Fig. 1: met3 routing
The bar under the picture is 20 um long.
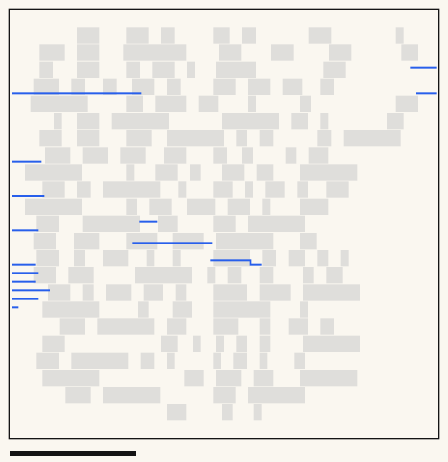
Fig. 2: routing congestion
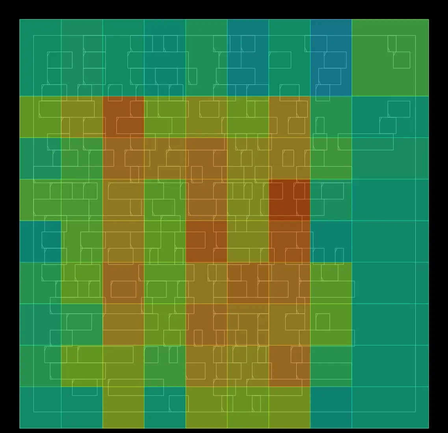
Fig. 3: layout detail
The bar under the picture is 10 um long. Region (28, 0) to (68, 40) um. Cells in grey, sequential cells in the stronger grey; small squares are vias.
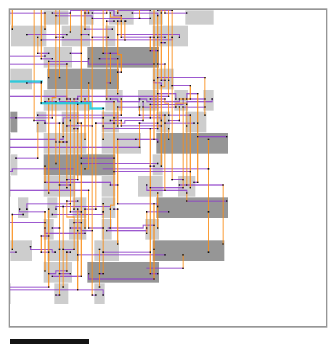
Fig. 4: met1 routing
The bar under the picture is 20 um long. Supply wires on this layer in grey.
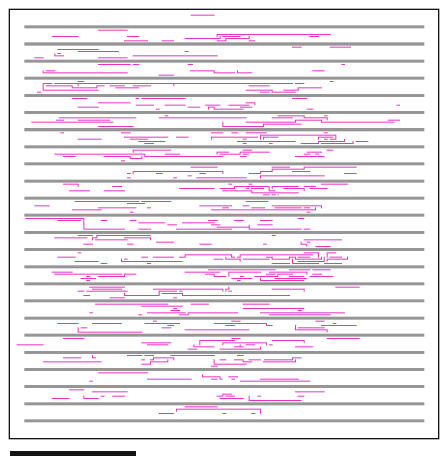
File: src/rtl/sync_gate_pkg.sv
// Shared types for the sync/gate/done sequencer: state encoding and helpers.
// Imported by sgs_down_counter and sync_gate_seq.
package sync_gate_pkg;

  localparam int SGS_STATE_W = 3;

  typedef enum logic [SGS_STATE_W-1:0] {
    S_IDLE = 3'd0,
    S_SYNC = 3'd1,
    S_WAIT = 3'd2,
    S_GATE = 3'd3,
    S_DONE = 3'd4,
    S_ERR  = 3'd5
  } sgs_state_e;

  function automatic logic sgs_is_busy(input sgs_state_e s);
    return (s != S_IDLE);
  endfunction

endpackage

File: src/rtl/sgs_down_counter.sv
// Loadable down counter with a zero flag; holds at zero instead of wrapping.
// Used for the gate window and, when compiled in, the WAIT timeout.
module sgs_down_counter
  import sync_gate_pkg::*;
#(
  parameter int CNT_W = 8
) (
  input  logic             clk,
  input  logic             rst,
  input  logic             load,
  input  logic [CNT_W-1:0] load_val,
  input  logic             dec,
  output logic             zero
);

  localparam logic [CNT_W-1:0] ONE = CNT_W'(1);

  logic [CNT_W-1:0] cnt_q;

  // load wins over dec so a reload on the same cycle as a decrement is exact
  always_ff @(posedge clk or posedge rst) begin
    if (rst) begin
      cnt_q <= '0;
    end else if (load) begin
      cnt_q <= load_val;
    end else if (dec && (cnt_q != '0)) begin
      cnt_q <= cnt_q - ONE;
    end
  end

  assign zero = (cnt_q == '0);

endmodule

File: src/rtl/sync_gate_seq.sv
// Sync/Gate/Done sequencer: sync pulse, wait for enabled channels ready,
// gate window of latched length, done pulse. Optional WAIT timeout: SYNC_GATE_TIMEOUT_EN.
module sync_gate_seq
  import sync_gate_pkg::*;
#(
  parameter int NCH     = 4,
  parameter int CNT_W   = 8,
  parameter int TIMEOUT = 200
) (
  input  logic                   clk,
  input  logic                   rst,
  input  logic                   start,
  input  logic                   abort,
  input  logic [NCH-1:0]         ch_en,
  input  logic [NCH-1:0]         ch_rdy,
  input  logic [CNT_W-1:0]       gate_len,
  output logic                   sync,
  output logic [NCH-1:0]         gate,
  output logic                   done,
  output logic                   err,
  output logic                   busy,
  output logic [SGS_STATE_W-1:0] state
);

  localparam logic [CNT_W-1:0] ONE = CNT_W'(1);

  if ((NCH < 1) || (NCH > 16)) begin : g_nch_range
    $error("sync_gate_seq: NCH must be within 1..16");
  end
  if (TIMEOUT >= (1 << CNT_W)) begin : g_timeout_range
    $error("sync_gate_seq: TIMEOUT must be below 2**CNT_W");
  end

  sgs_state_e       state_q, state_d;
  logic [NCH-1:0]   en_q;
  logic [CNT_W-1:0] len_q;
  logic             accept;
  logic             all_rdy;
  logic             gate_load;
  logic             gate_dec;
  logic             gate_zero;
  logic [CNT_W-1:0] gate_load_val;
  logic             to_hit;

  // Handshake: start is a level request with no ready back to the scheduler.
  // It is taken on the edge where state is IDLE, abort is low and ch_en is
  // nonzero; busy low means the next start will be considered.
  assign accept  = (state_q == S_IDLE) && start && !abort && (ch_en != '0);
  assign all_rdy = ((ch_rdy & en_q) == en_q);

  always_ff @(posedge clk or posedge rst) begin
    if (rst) begin
      en_q  <= '0;
      len_q <= '0;
    end else if (accept) begin
      en_q  <= ch_en;
      len_q <= (gate_len == '0) ? ONE : gate_len;
    end
  end

  // Counter is loaded with len_q-1 so GATE lasts exactly len_q cycles
  assign gate_load     = (state_q == S_WAIT) && all_rdy;
  assign gate_load_val = len_q - ONE;
  assign gate_dec      = (state_q == S_GATE);

  sgs_down_counter #(.CNT_W(CNT_W)) u_gate_cnt (
    .clk      (clk),
    .rst      (rst),
    .load     (gate_load),
    .load_val (gate_load_val),
    .dec      (gate_dec),
    .zero     (gate_zero)
  );

`ifdef SYNC_GATE_TIMEOUT_EN
  // Loaded during SYNC so it reads TIMEOUT-1 in the first WAIT cycle and
  // reaches zero in the TIMEOUT-th WAIT cycle.
  localparam logic [CNT_W-1:0] TO_LOAD = (TIMEOUT > 1) ? CNT_W'(TIMEOUT - 1) : '0;

  logic to_load;
  logic to_dec;
  logic to_zero;

  assign to_load = (state_q == S_SYNC);
  assign to_dec  = (state_q == S_WAIT);

  sgs_down_counter #(.CNT_W(CNT_W)) u_to_cnt (
    .clk      (clk),
    .rst      (rst),
    .load     (to_load),
    .load_val (TO_LOAD),
    .dec      (to_dec),
    .zero     (to_zero)
  );

  assign to_hit = to_zero;
`else
  assign to_hit = 1'b0;
`endif

  always_ff @(posedge clk or posedge rst) begin
    if (rst) begin
      state_q <= S_IDLE;
    end else begin
      state_q <= state_d;
    end
  end

  always_comb begin
    state_d = state_q;
    case (state_q)
      S_IDLE: begin
        if (accept) state_d = S_SYNC;
      end
      S_SYNC: state_d = S_WAIT;
      S_WAIT: begin
        // ready beats the timeout when both land in the same cycle
        if (all_rdy) begin
          state_d = S_GATE;
        end else if (to_hit) begin
          state_d = S_ERR;
        end
      end
      S_GATE: begin
        if (gate_zero) state_d = S_DONE;
      end
      S_DONE, S_ERR: state_d = S_IDLE;
      default: state_d = S_IDLE;
    endcase
    if (abort) state_d = S_IDLE;
  end

  assign sync  = (state_q == S_SYNC);
  assign done  = (state_q == S_DONE);
  assign busy  = sgs_is_busy(state_q);
  assign gate  = (state_q == S_GATE) ? en_q : '0;
  assign state = state_q;

`ifdef SYNC_GATE_TIMEOUT_EN
  assign err = (state_q == S_ERR);
`else
  assign err = 1'b0;
`endif

endmodule

File: config.mk
export PLATFORM = sky130hd
export DESIGN_NAME = sync_gate_seq
export DESIGN_NICKNAME = d
export VERILOG_FILES = /design/src/rtl/sync_gate_pkg.sv /design/src/rtl/sgs_down_counter.sv /design/src/rtl/sync_gate_seq.sv
export SDC_FILE = /design/constraint.sdc
export NUM_CORES = 1
export LEC_CHECK = 0
export CELL_PAD_IN_SITES_DETAIL_PLACEMENT = 2
export CELL_PAD_IN_SITES_GLOBAL_PLACEMENT = 2
export CORE_MARGIN = 2
export CORE_UTILIZATION = 33
export CTS_CLUSTER_SIZE = 12
export DETAILED_ROUTE_END_ITERATION = 6
export GPL_TIMING_DRIVEN = 0
export HOLD_SLACK_MARGIN = 0.08
export PLACE_DENSITY = 0.89
export SYNTH_ARGS = -nofsm -noshare
export SYNTH_HDL_FRONTEND = slang
export SYNTH_SLANG_ARGS = --single-unit
File: constraint.sdc
create_clock -name clk -period 7.5 [get_ports clk]
set_input_delay 1.5 -clock clk [delete_from_list [all_inputs] [get_ports clk]]
set_output_delay 1.5 -clock clk [all_outputs]
set_load 0.005 [all_outputs]
==> flow_metrics.py <==
# Synthesis and PnR figures
metrics = {
    "die": {
        "die_y_um": 68.0,
        "core_area_um2": 3970,
        "dieWidth_um": 68.0,
        "chip_area_um2": 4620,
        "fp_util_pct": 34.0,
    },
    "setup_path": {
        "endpoint_kind": "flop",
        "worstReg2RegStart": "en_q[2]",
        "worstPathCellList": "clkdlybuf4s50_1, nor2b_4, a2111oi_4, nand3_4, buf_2, mux2i_1, ha_1, buf_1, nand2_1, xor2_1, mux2_2, a41oi_2",
        "required_ps": 7690,
    },
    "synth": {
        "synth.distinct_cells": 39,
        "simple_gate_share_pct": 21.8,
        "compound_area_share_pct": 10.7,
        "syn-num-nets": 147,
    },
    "flow_run": {
        "cap_violations": 0,
    },
    "finish": {
        "nFillCells": 420,
        "largest_registers": "len_q (8), u_gate_cnt.cnt_q (8), en_q (4)",
        "layout.nonclk_buf_share_pct": 18.9,
        "clock_buffers": 3,
        "final_layout_top_logic_cells": "clkdlybuf4s50_1 (29), dfrtp_1 (23), mux2_2 (12)",
        "layout-drive-gt1-share_pct": 18.9,
    },
    "sta": {
        "finalHoldViolations": 0,
        "period_needed_ps": 4070,
        "rsz0062_at_grt": "no",
    },
    "run_status": {
        "status": "finished, final reports clean",
    },
    "clock_tree": {
        "ctsResizeCount": 0,
        "cts_root_buf": "clkbuf_8",
        "path_clk_slew_ps": 90,
        "cts_sinks": 23,
    },
    "placed_design": {
        "dp_slack_ps": 3120,
        "hpwl_mm": 2.88,
    },
    "route": {
        "ant_nets": 0,
    },
    "global_routing": {
        "first_global_vias": 1218,
        "grt_max_degree": 24,
    },
}
## Picture notes: Fig. 1
share of all routed wire: 2.4%
nets with wire on the layer: 13
main direction: horizontal
longest straight run: 20.2 um
wire length on this layer: 84.9 um
routed wire length: 3.53 mm
GRT met3 Usage: 2.96%

## Picture notes: Fig. 2
Final Util: 44.0%
met1 Use GR: 20.1%
met2 Use GR: 32.4%
gr usage total: 17.1%
global routing's busiest layer: met2

## Picture notes: Fig. 3
[met2] orange
[met1] purple
[met3] cyan
sequential cells in the window: 7
most frequent: dfrtp_1 (7), nor2_1 (6)
netlist names of flops here include: u_gate_cnt.cnt_q (7)
cells with their middle in the window: 50

## Picture notes: Fig. 4
wire length on this layer: 1450 um
longest straight run: 37.7 um
main direction: horizontal
share of all routed wire: 41%

final timing paths:
| path | end | slack [ps] | cells after the start |
|---|---|---|---|
| max in group asynchronous | u_gate_cnt.cnt_q[7] | 5210 | 2 |
| min in group asynchronous | en_q[1] | 1730 | 2 |
| worst min register to register | en_q[1] | 530 | 1 |
| worst min-delay path | en_q[1] | 530 | 1 |
| worst max-delay path | u_gate_cnt.cnt_q[6] | 3430 | 12 |
| worst max register to register | u_gate_cnt.cnt_q[6] | 4680 | 11 |
report_power, final:
group          leakage [nW]  switching [W]   total, W  internal (W)
Sequential            0.274      0.0000522   0.000215      0.000162
Combinational         0.400      0.0000607   0.000138     0.0000770
Clock                0.0255      0.0000424  0.0000795     0.0000371
Total                 0.699       0.000155   0.000432      0.000276
Power and IR drop assume default switching activity.
